Figure 1. M1 wires (run 1).
Cells faint in the background.
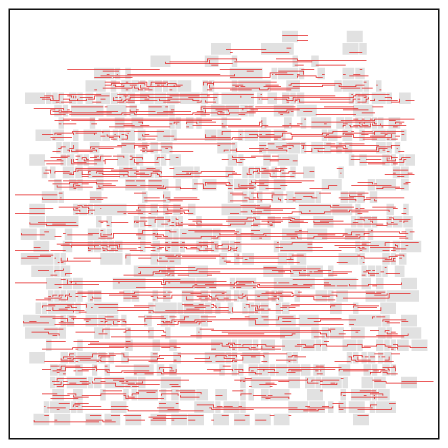
Figure 2. The metal 2 layer (run 1).
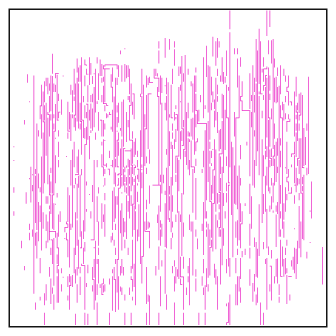
Figure 3. The metal 3 layer (run 1).
Cells faint in the background.
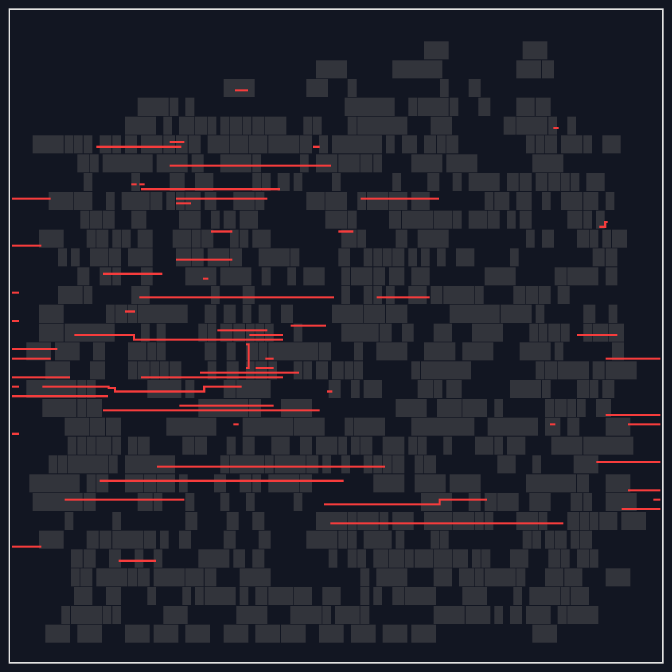
Figure 4. M4 wires (run 1).
The bar under the picture is 20 um long. Cells faint in the background.
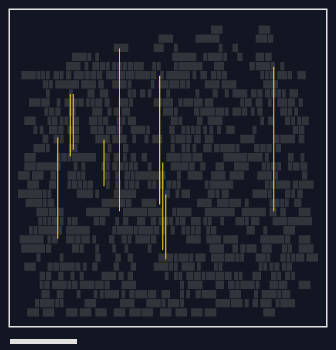
## config.mk

```make
export PLATFORM = sky130hd
export DESIGN_NAME = loadable_counter_param
export DESIGN_NICKNAME = d
export VERILOG_FILES = /design/src/rtl/loadable_counter_param.sv
export SDC_FILE = /design/constraint.sdc
export NUM_CORES = 1
export LEC_CHECK = 0
export ABC_AREA = 1
export CAP_MARGIN = 20
export CORE_MARGIN = 2
export CORE_UTILIZATION = 40
export CTS_BUF_LIST = sky130_fd_sc_hd__clkbuf_8 sky130_fd_sc_hd__clkbuf_16
export DETAILED_ROUTE_END_ITERATION = 7
export SYNTH_ARGS = -nofsm -noshare
export SYNTH_HDL_FRONTEND = slang
export SYNTH_SLANG_ARGS = --single-unit
```

## constraint.sdc

```tcl
create_clock -name clk -period 5.8 [get_ports clk]
set_input_delay 1.16 -clock clk [delete_from_list [all_inputs] [get_ports clk]]
set_output_delay 1.16 -clock clk [all_outputs]
set_load 0.05 [all_outputs]
```

## src/rtl/loadable_counter_param.sv

```systemverilog
// loadable_counter_param: up/down counter with load, runtime modulus, step, wrap/saturate and overflow/underflow pulses
module loadable_counter_param #(
  parameter int WIDTH = 8,
  parameter logic [WIDTH-1:0] RST_VAL = '0
) (
  input  logic             clk,
  input  logic             rst,
  input  logic             ld,
  input  logic [WIDTH-1:0] d,
  input  logic             en,
  input  logic             updown,
  input  logic [WIDTH-1:0] step,
  input  logic [WIDTH-1:0] lim,
  input  logic             sat,
  output logic [WIDTH-1:0] q,
  output logic             ovf,
  output logic             unf
);
  logic [WIDTH:0] s, l, qw, sum;
  logic [WIDTH-1:0] nq;
  logic no, nu;
  // One extra bit keeps lim+1 and q+s exact at full range
  always_comb begin
    l = {1'b0, lim};
    qw = {1'b0, q};
    s = step > lim ? l : {1'b0, step};
    sum = qw + s;
    nq = q;
    no = 1'b0;
    nu = 1'b0;
    if (s != '0) begin
      if (updown) begin
        if (q > lim) begin
          nq = sat ? lim : '0;
          no = 1'b1;
        end else if (sum > l) begin
          nq = sat ? lim : WIDTH'(sum - l - (WIDTH+1)'(1));
          no = 1'b1;
        end else begin
          nq = WIDTH'(sum);
        end
      end else begin
        if (q > lim) begin
          nq = lim;
        end else if (s > qw) begin
          nq = sat ? '0 : WIDTH'(qw + l + (WIDTH+1)'(1) - s);
          nu = 1'b1;
        end else begin
          nq = WIDTH'(qw - s);
        end
      end
    end
  end
  always_ff @(posedge clk) begin
    if (rst) begin
      q <= RST_VAL;
      ovf <= 1'b0;
      unf <= 1'b0;
    end else if (ld) begin
      q <= d > lim ? lim : d;
      ovf <= 1'b0;
      unf <= 1'b0;
    end else if (en) begin
      q <= nq;
      ovf <= no;
      unf <= nu;
    end else begin
      ovf <= 1'b0;
      unf <= 1'b0;
    end
  end
endmodule

```

==> flow_summary.json, run 1 <==
{
  "numPlacedInstances": 673,
  "most-common-layout-cells": "sky130_fd_sc_hd__nand2_1, sky130_fd_sc_hd__inv_1, sky130_fd_sc_hd__ha_1, sky130_fd_sc_hd__a21oi_1, sky130_fd_sc_hd__nand3_1",
  "n_antenna_cell": 0,
  "min_path_cells": 2,
  "switching_power_uw": 653.1,
  "timing.critical_path.slowest_stage_cell": "sky130_fd_sc_hd__clkdlybuf4s50_1",
  "biggest_cell_delay_along_the_critical_path_ns": 0.52,
  "synth_compound_gate_area_share": 0.1963,
  "postSynthSeqShare": 0.06147,
  "finalSetupViolCount": 0,
  "drcViolationCount": 0,
  "worst_pin_slew_ns": 0.6686,
  "largest_reg_flops": 8,
  "largest_net_degree_at_the_start_of_global_routing": 14,
  "ff2ff_setup_slack_ns": 2.16,
  "cts_made_buffers": 3,
  "r2r_cells": 18,
  "comb_share": 0.6697,
  "top_regs": "q (8), ovf (1), unf (1)",
  "netlist.top_cell.by_instances": "sky130_fd_sc_hd__nand2_1",
  "drt_iter0_drc": 190,
  "synthFlopType": "sky130_fd_sc_hd__dfxtp_1",
  "grt_most_used_layer": "met2",
  "worst_hold_path_type": "reg2reg",
  "drive_above_1_share": 0.1280,
  "power.sequential.fraction": 0.088,
  "powerSeq_uw": 105,
  "stdcell_area_um2": 4049,
  "non_clock_buffer_count": 70,
  "timing_worst_setup_path_type": "in2reg",
  "clock_sink_count": 10,
  "dieWidth_um": 94.24,
  "setup_total_negative_slack_ns": 0,
  "holdBufCountCts": 0,
  "met3_usage": 0.04093,
  "num-nonclk-inverters": 86,
  "detailedPlacementHpwl_um": 9370,
  "maxCapViolCount": 0,
  "top_cell_excl_fill_tap": "sky130_fd_sc_hd__nand2_1",
  "wl_per_instance_um": 16.43,
  "post-place-ws_ns": -0.08453,
  "powerDensity_nw_per_um2": 295.9,
  "timing.clock.skew_ns": 0.002568,
  "yosys_warnings": 0,
  "end_kind": "register",
  "netlist-cell-type-count": 39,
  "timing.critical_path.buf_inv": 6,
  "global_route.usage.met2": 0.4536,
  "cts.htree.levels": 1,
  "finalClockPeriodUsage": 0.9301,
  "die_h_um": 94.24,
  "row_count": 32,
  "vias_in_the_first_global_route": 3555,
  "outcome": "completed",
  "source_of_the_worst_register_to_register_timing_path": "q[1]$_SDFFE_PP0P_",
  "leak_uw": 0.002143,
  "clk_latency_ns": 0.24,
  "count_of_input_and_output_buffers": 39,
  "design.die.area_um2": 8880,
  "crit_path_frequent_cell": "sky130_fd_sc_hd__nand2_1",
  "highest_layer": "met4",
  "p_comb_frac": 0.837,
  "timing.critical_path.fanout_max": 7,
  "yosys-top-cells-count": "sky130_fd_sc_hd__nand2_1, sky130_fd_sc_hd__inv_1, sky130_fd_sc_hd__ha_1",
  "synthToLayoutAreaGrowth_pct": 24.32
}
About Figure 1:
612 nets have wire on it. The layer carries 5080 um of wire.

About Figure 2:
The layer holds 47% of the routed length. The wires run mostly vertical.

About Figure 3:
The longest straight run is 35.0 um. 51 nets have wire on it. The wires run mostly horizontal.

About Figure 4:
The layer carries 252 um of wire. The layer holds 2.3% of the routed length. 9 nets have wire on it.

Figure 5. Routing congestion (run 1).
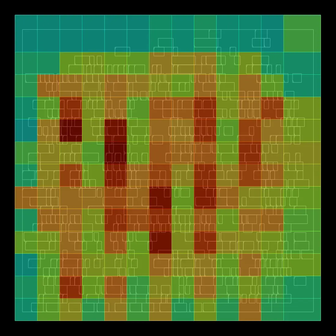

==> run 2, diff against run 1 <==
Settings changed: PLACE_DENSITY from default to 0.62.
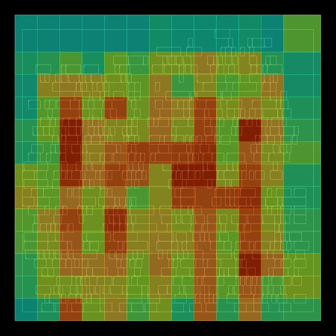
Figure 6: run 2, routing congestion.
busiest metal layer after global routing: met2
global-route track usage on met2: 0.4298
global routing usage on met3: 0.03210
overall fraction of global-route tracks in use: 0.2541
WL per Instance: 16.23 um

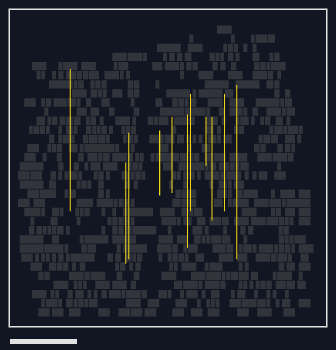
Figure 7: run 2, M4 wires.
The bar under the picture is 20 um long. Cells faint in the background.
The wires run mostly vertical. The layer carries 356 um of wire.

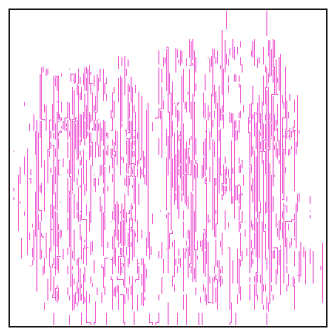
Figure 8: run 2, the metal 2 layer.
The layer holds 46% of the routed length. The longest straight run is 52.4 um. The wires run mostly vertical. 542 nets have wire on it.

==> run 2 against run 1 <==
  * Sequential cell count did not move
  * Sequential power barely moved
  * Count of clock-buffer cells in the layout did not move
  * Sequential share of layout area barely moved
  * Die size did not move
  * Non-clock buffer count fell by 1
  * Routed wire length fell by 1.3%
  * Critical endpoint is now q[1]$_SDFFE_PP0P_
  * Utilization barely moved
==> flow_summary.json, run 2 <==
{
  "r2r_cells": 22,
  "finalClockPeriodUsage": 0.9431,
  "worstSetupStartpoint": "lim[2]",
  "drt_iter0_drc": 216,
  "cts.htree.levels": 1,
  "routed_via_density": 5.402,
  "synthesis.nets": 611,
  "syn-instance-count": 511,
  "comb_cell_power_uw": 996,
  "finalNonFillerCells": 679,
  "source_of_the_worst_register_to_register_timing_path": "q[1]$_SDFFE_PP0P_",
  "max_flop_register": "q",
  "top_logic_kind": "simple AND/OR/NAND/NOR gates",
  "largest_reg_flops": 8,
  "nNetsFinal": 678,
  "core_region_area_um2": 7807,
  "hold_viol": 0,
  "worst_ir_drop_vdd_uv": 186.4,
  "switching_power_uw": 651.9,
  "largest_net_degree_at_the_start_of_global_routing": 15,
  "hold_path.startpoint": "q[0]$_SDFFE_PP0P_",
  "timing.slew.headroom": 0.5337,
  "non_clock_buffer_count": 69,
  "yosys-mux-area-fraction": 0,
  "power_top_consumer": "combinational logic",
  "n_antenna_cell": 0,
  "post-place-ws_ns": -0.1492,
  "hold_slack_ns": 0.6489,
  "clk_latency_ns": 0.24,
  "worst_pin_slew_ns": 0.6993,
  "count_of_input_and_output_buffers": 39,
  "p_comb_frac": 0.838,
  "clk_transition_reported_paths_ns": 0.05,
  "clkbuf_count": 4,
  "ys_sh_xor": 0.04034,
  "netlist.top_cell.by_instances": "sky130_fd_sc_hd__nand2_1",
  "synthFlopType": "sky130_fd_sc_hd__dfxtp_1",
  "asyncSetResetFlopFracSynth": 0,
  "switching_share": 0.5484,
  "synthToLayoutAreaGrowth_pct": 24.28,
  "powerSeq_uw": 104,
  "ys.flops": 10,
  "worst_hold_path_type": "reg2reg",
  "netlist_area_um2": 3257,
  "critPathArrivalTime_ns": 5.60,
  "dr_wl_met3_um": 596,
  "detailedPlacementHpwl_um": 9138,
  "drcViolationCount": 0,
  "holdBufCountCts": 0,
  "power.total_uw": 1189,
  "critical_path_cell_count": 32,
  "synth.cellmix.adderShare": 0.2920,
  "cts_setup_buffers": 0,
  "post_synth_and_or_nand_nor_area_fraction": 0.2954,
  "tritoncts": "built",
  "timing.critical_path.fanout_max": 11,
  "post_route_worst_setup_slack_ns": 0.3303,
  "row_count": 32,
  "crit_path_frequent_cell": "sky130_fd_sc_hd__nand2_1",
  "flip_flop_and_latch_share_of_the_layout_cell_area": 0.04946,
  "ff2ff_setup_slack_ns": 2.01,
  "outcome": "completed",
  "die_h_um": 94.24,
  "utilization": 0.5184,
  "avgSynthCellArea_um2": 6.374,
  "setup_total_negative_slack_ns": 0,
  "netlist-cell-type-count": 39,
  "timing.critical_path.slowest_stage_cell": "sky130_fd_sc_hd__clkdlybuf4s50_1",
  "seqCellArea_um2": 200.2,
  "count_of_instantiated_cells_in_the_yosys_netlist": 511,
  "timing_worst_setup_path_type": "in2reg",
  "power.share.clock": 0.074,
  "fmax_ghz": 0.1828,
  "yosys_warnings": 0,
  "timing.critical_path.buf_inv": 8,
  "vias_in_the_first_global_route": 3431,
  "postSynthSeqShare": 0.06147,
  "place_area_um2": 3931,
  "flop-count": 10,
  "grt_setup_unrepaired": "no",
  "drive_above_1_share": 0.1300,
  "stdcell_area_um2": 4048,
  "most-common-layout-cells": "sky130_fd_sc_hd__nand2_1, sky130_fd_sc_hd__inv_1, sky130_fd_sc_hd__ha_1, sky130_fd_sc_hd__a21oi_1, sky130_fd_sc_hd__nand3_1",
  "logic_area_um2": 2720,
  "dieWidth_um": 94.24,
  "yosys-top-cells-count": "sky130_fd_sc_hd__nand2_1, sky130_fd_sc_hd__inv_1, sky130_fd_sc_hd__ha_1",
  "num-nonclk-inverters": 86,
  "timing.clock.skew_ns": 0.005946,
  "powerDensity_nw_per_um2": 293.7,
  "numPlacedInstances": 672,
  "top_cell_excl_fill_tap": "sky130_fd_sc_hd__nand2_1",
  "clock_sink_count": 10,
  "routed_wl_um": 11020,
  "netlist_top_cells_area": "sky130_fd_sc_hd__ha_1, sky130_fd_sc_hd__nand2_1, sky130_fd_sc_hd__inv_1",
  "power.sequential.fraction": 0.088,
  "p_int_uw": 536.9,
  "synth_compound_gate_area_share": 0.1963,
  "post_synth_tally_of_flip_flops_with_integrated_enable": 0,
  "biggest_cell_delay_along_the_critical_path_ns": 0.53,
  "first_pass_iters": 5,
  "design.die.area_um2": 8880,
  "leak_uw": 0.002136,
  "top_regs": "q (8), ovf (1), unf (1)",
  "min_path_cells": 2,
  "initial_antenna_violation_count": 0,
  "cts_made_buffers": 3,
  "dr_total_vias": 3668,
  "comb_share": 0.6720,
  "biggestCellCategory": "multi-input combinational cells",
  "finalSetupViolCount": 0,
  "maxCapViolCount": 0,
  "end_kind": "register",
  "highest_layer": "met4",
  "floorplan.io_pins": 40,
  "crit-reg2reg-capture": "q[1]$_SDFFE_PP0P_"
}
Figure 9. The metal 3 layer (run 2).
Cells faint in the background.
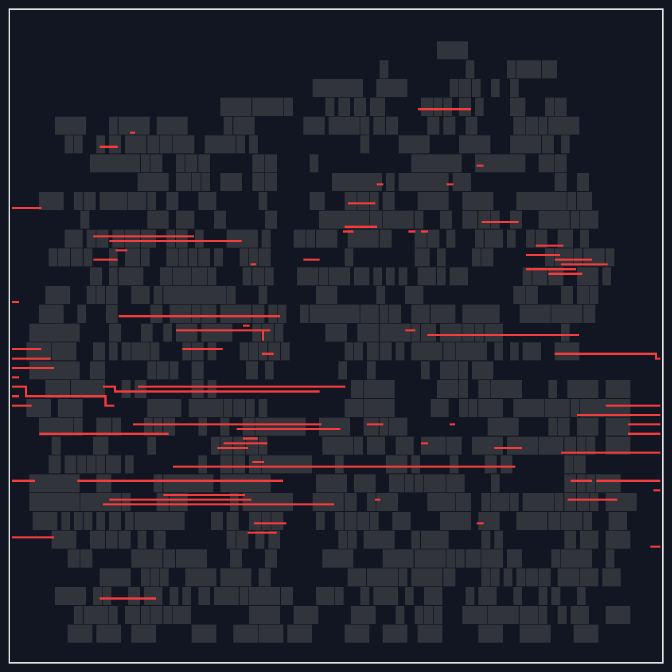

==> run 3, diff against run 2 <==
Clock period 5.8 ns to 7.02 ns, I/O delays scaled along.
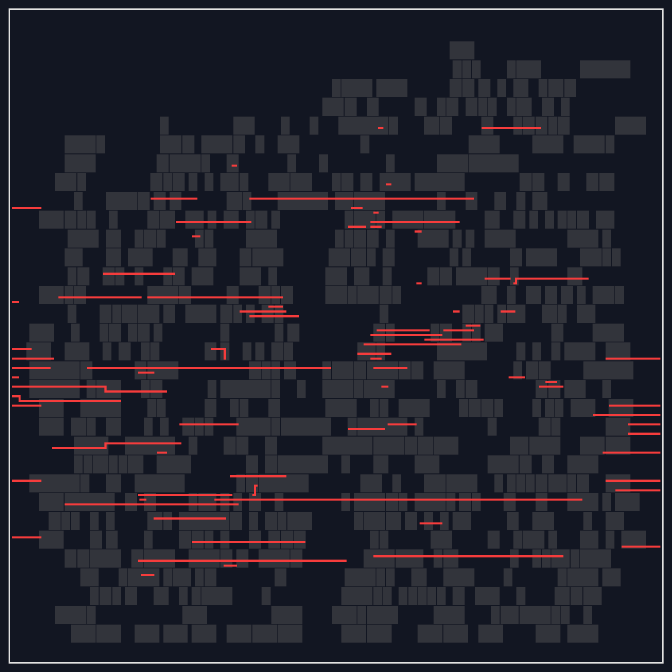
Figure 10: run 3, the metal 3 layer.
Cells faint in the background.
The longest straight run is 52.9 um. The layer holds 5.5% of the routed length. 58 nets have wire on it. The wires run mostly horizontal. The layer carries 613 um of wire.

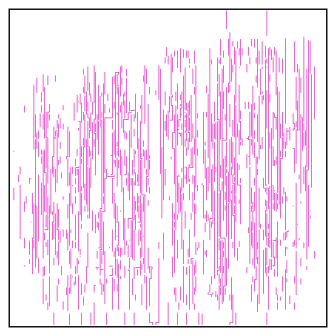
Figure 11: run 3, the metal 2 layer.
The layer holds 46% of the routed length. The longest straight run is 43.9 um. The wires run mostly vertical. 523 nets have wire on it.

==> run 3 against run 2 <==
  * Sequential power down about 20%
  * Via count fell by 2.3%
  * Power down 24%
  * Die size unchanged
  * Final area fell by 4.9%
  * Clock skew is 0.0017 ns lower
  * Routed wire length up 0.54%
  * Critical path type unchanged
  * Largest cell class unchanged
  * Clock power shrank 33%
  * Critical endpoint is now q[3]$_SDFFE_PP0P_
==> flow_summary.json, run 3 <==
{
  "final-nonclk-buf-share": 0.1229,
  "clk_latency_ns": 0.24,
  "cts_setup_buffers": 0,
  "yosys-top-cells-count": "sky130_fd_sc_hd__nand2_1, sky130_fd_sc_hd__inv_1, sky130_fd_sc_hd__ha_1",
  "power.share.clock": 0.066,
  "first_pass_iters": 5,
  "min_path_cells": 2,
  "ff2ff_setup_slack_ns": 3.19,
  "tritoncts": "built",
  "timing.clock.skew_ns": 0.004205,
  "post-place-ws_ns": 0.3787,
  "top_logic_kind": "simple AND/OR/NAND/NOR gates",
  "largest_net_degree_at_the_start_of_global_routing": 21,
  "initial_antenna_violation_count": 0,
  "logic_area_um2": 2684,
  "dr_total_vias": 3582,
  "yosys-mux-area-fraction": 0,
  "clk_transition_reported_paths_ns": 0.05,
  "hold_slack_ns": 0.6881,
  "cts.htree.levels": 1,
  "n_antenna_cell": 0,
  "non_clock_buffer_count": 50,
  "timing.slew.headroom": 0.5634,
  "logic_gate_count": 408,
  "place_area_um2": 3807,
  "worst_ir_drop_vdd_uv": 121.9,
  "stdcell_area_um2": 3849,
  "timing.critical_path.fanout_max": 18,
  "switching_share": 0.5655,
  "postSynthSeqShare": 0.06147,
  "worstSetupStartpoint": "lim[1]",
  "flip_flop_and_latch_share_of_the_layout_cell_area": 0.05202,
  "netlist_area_um2": 3257,
  "ys.flops": 10,
  "asyncSetResetFlopFracSynth": 0,
  "count_of_input_and_output_buffers": 39,
  "route.layer.met1.wl_um": 5070,
  "grt_use_total": 0.2618,
  "comb_share": 0.6973,
  "die_h_um": 94.24,
  "switching_power_uw": 511.9,
  "finalNonFillerCells": 659,
  "outcome": "completed",
  "worst_pin_slew_ns": 0.6540,
  "drt_iter0_drc": 194,
  "grt_setup_unrepaired": "no",
  "crit-reg2reg-capture": "q[3]$_SDFFE_PP0P_",
  "flop-count": 10,
  "synthesis.nets": 611,
  "leak_uw": 0.002019,
  "row_count": 32,
  "biggestCellCategory": "multi-input combinational cells",
  "utilization": 0.4929,
  "p_comb_frac": 0.837,
  "met3_usage": 0.02889,
  "vias_in_the_first_global_route": 3430,
  "worst_hold_path_type": "reg2reg",
  "seqCellArea_um2": 200.2,
  "synthToLayoutAreaGrowth_pct": 18.17,
  "avgSynthCellArea_um2": 6.374,
  "power_top_consumer": "combinational logic",
  "hold_viol": 0,
  "synth_compound_gate_area_share": 0.1963,
  "max_flop_register": "q",
  "power.total_uw": 905.2,
  "drcViolationCount": 0,
  "powerDensity_nw_per_um2": 235.2,
  "highest_layer": "met4",
  "count_of_instantiated_cells_in_the_yosys_netlist": 511,
  "power.sequential.fraction": 0.097,
  "holdBufCountCts": 0,
  "post_synth_and_or_nand_nor_area_fraction": 0.2954,
  "synth.cellmix.adderShare": 0.2920,
  "most-common-layout-cells": "sky130_fd_sc_hd__nand2_1, sky130_fd_sc_hd__inv_1, sky130_fd_sc_hd__ha_1, sky130_fd_sc_hd__a21oi_1, sky130_fd_sc_hd__nand3_1",
  "timing.critical_path.slowest_stage_cell": "sky130_fd_sc_hd__clkdlybuf4s50_1",
  "ys_sh_xor": 0.04034,
  "finalSetupViolCount": 0,
  "netlist.top_cell.by_instances": "sky130_fd_sc_hd__nand2_1",
  "floorplan.io_pins": 40,
  "clkbuf_count": 3,
  "setup_total_negative_slack_ns": 0,
  "source_of_the_worst_register_to_register_timing_path": "q[1]$_SDFFE_PP0P_",
  "setup.worst_path.end": "q[3]$_SDFFE_PP0P_",
  "drive_above_1_share": 0.08797,
  "grt_remaining_overflow": 0,
  "numPlacedInstances": 656,
  "fmax_ghz": 0.1582,
  "routed_via_density": 5.436,
  "cts_root_buffer": "sky130_fd_sc_hd__clkbuf_8",
  "yosys_warnings": 0,
  "netlist_top_cells_area": "sky130_fd_sc_hd__ha_1, sky130_fd_sc_hd__nand2_1, sky130_fd_sc_hd__inv_1",
  "dr_wl_met3_um": 613,
  "critical_path_cell_count": 30,
  "powerSeq_uw": 87.9,
  "synthFlopType": "sky130_fd_sc_hd__dfxtp_1",
  "critPathArrivalTime_ns": 6.45,
  "dieWidth_um": 94.24,
  "core_region_area_um2": 7807,
  "maxCapViolCount": 0,
  "netlist-cell-type-count": 39,
  "biggest_cell_delay_along_the_critical_path_ns": 0.64,
  "num-nonclk-inverters": 86,
  "nNetsFinal": 659,
  "p_int_uw": 393.3,
  "largest_reg_flops": 8,
  "post_route_worst_setup_slack_ns": 0.6979,
  "timing.critical_path.buf_inv": 4,
  "grt_most_used_layer": "met2",
  "global_route.usage.met2": 0.4536,
  "routed_wl_um": 11080,
  "detailedPlacementHpwl_um": 9015,
  "cts_made_buffers": 3,
  "post_synth_tally_of_flip_flops_with_integrated_enable": 0,
  "comb_cell_power_uw": 758,
  "clock_sink_count": 10,
  "crit_path_frequent_cell": "sky130_fd_sc_hd__nand2_1",
  "wl_per_instance_um": 16.81,
  "r2r_cells": 19,
  "top_regs": "q (8), ovf (1), unf (1)"
}
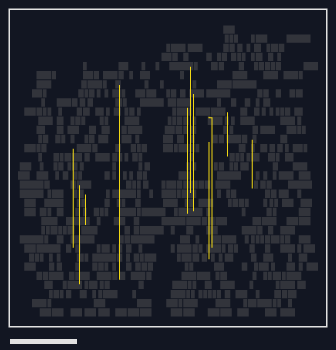
Figure 12: run 3, M4 wires.
The bar under the picture is 20 um long. Cells faint in the background.
The layer holds 3.0% of the routed length. The layer carries 330 um of wire.

Power and IR drop assume default switching activity.
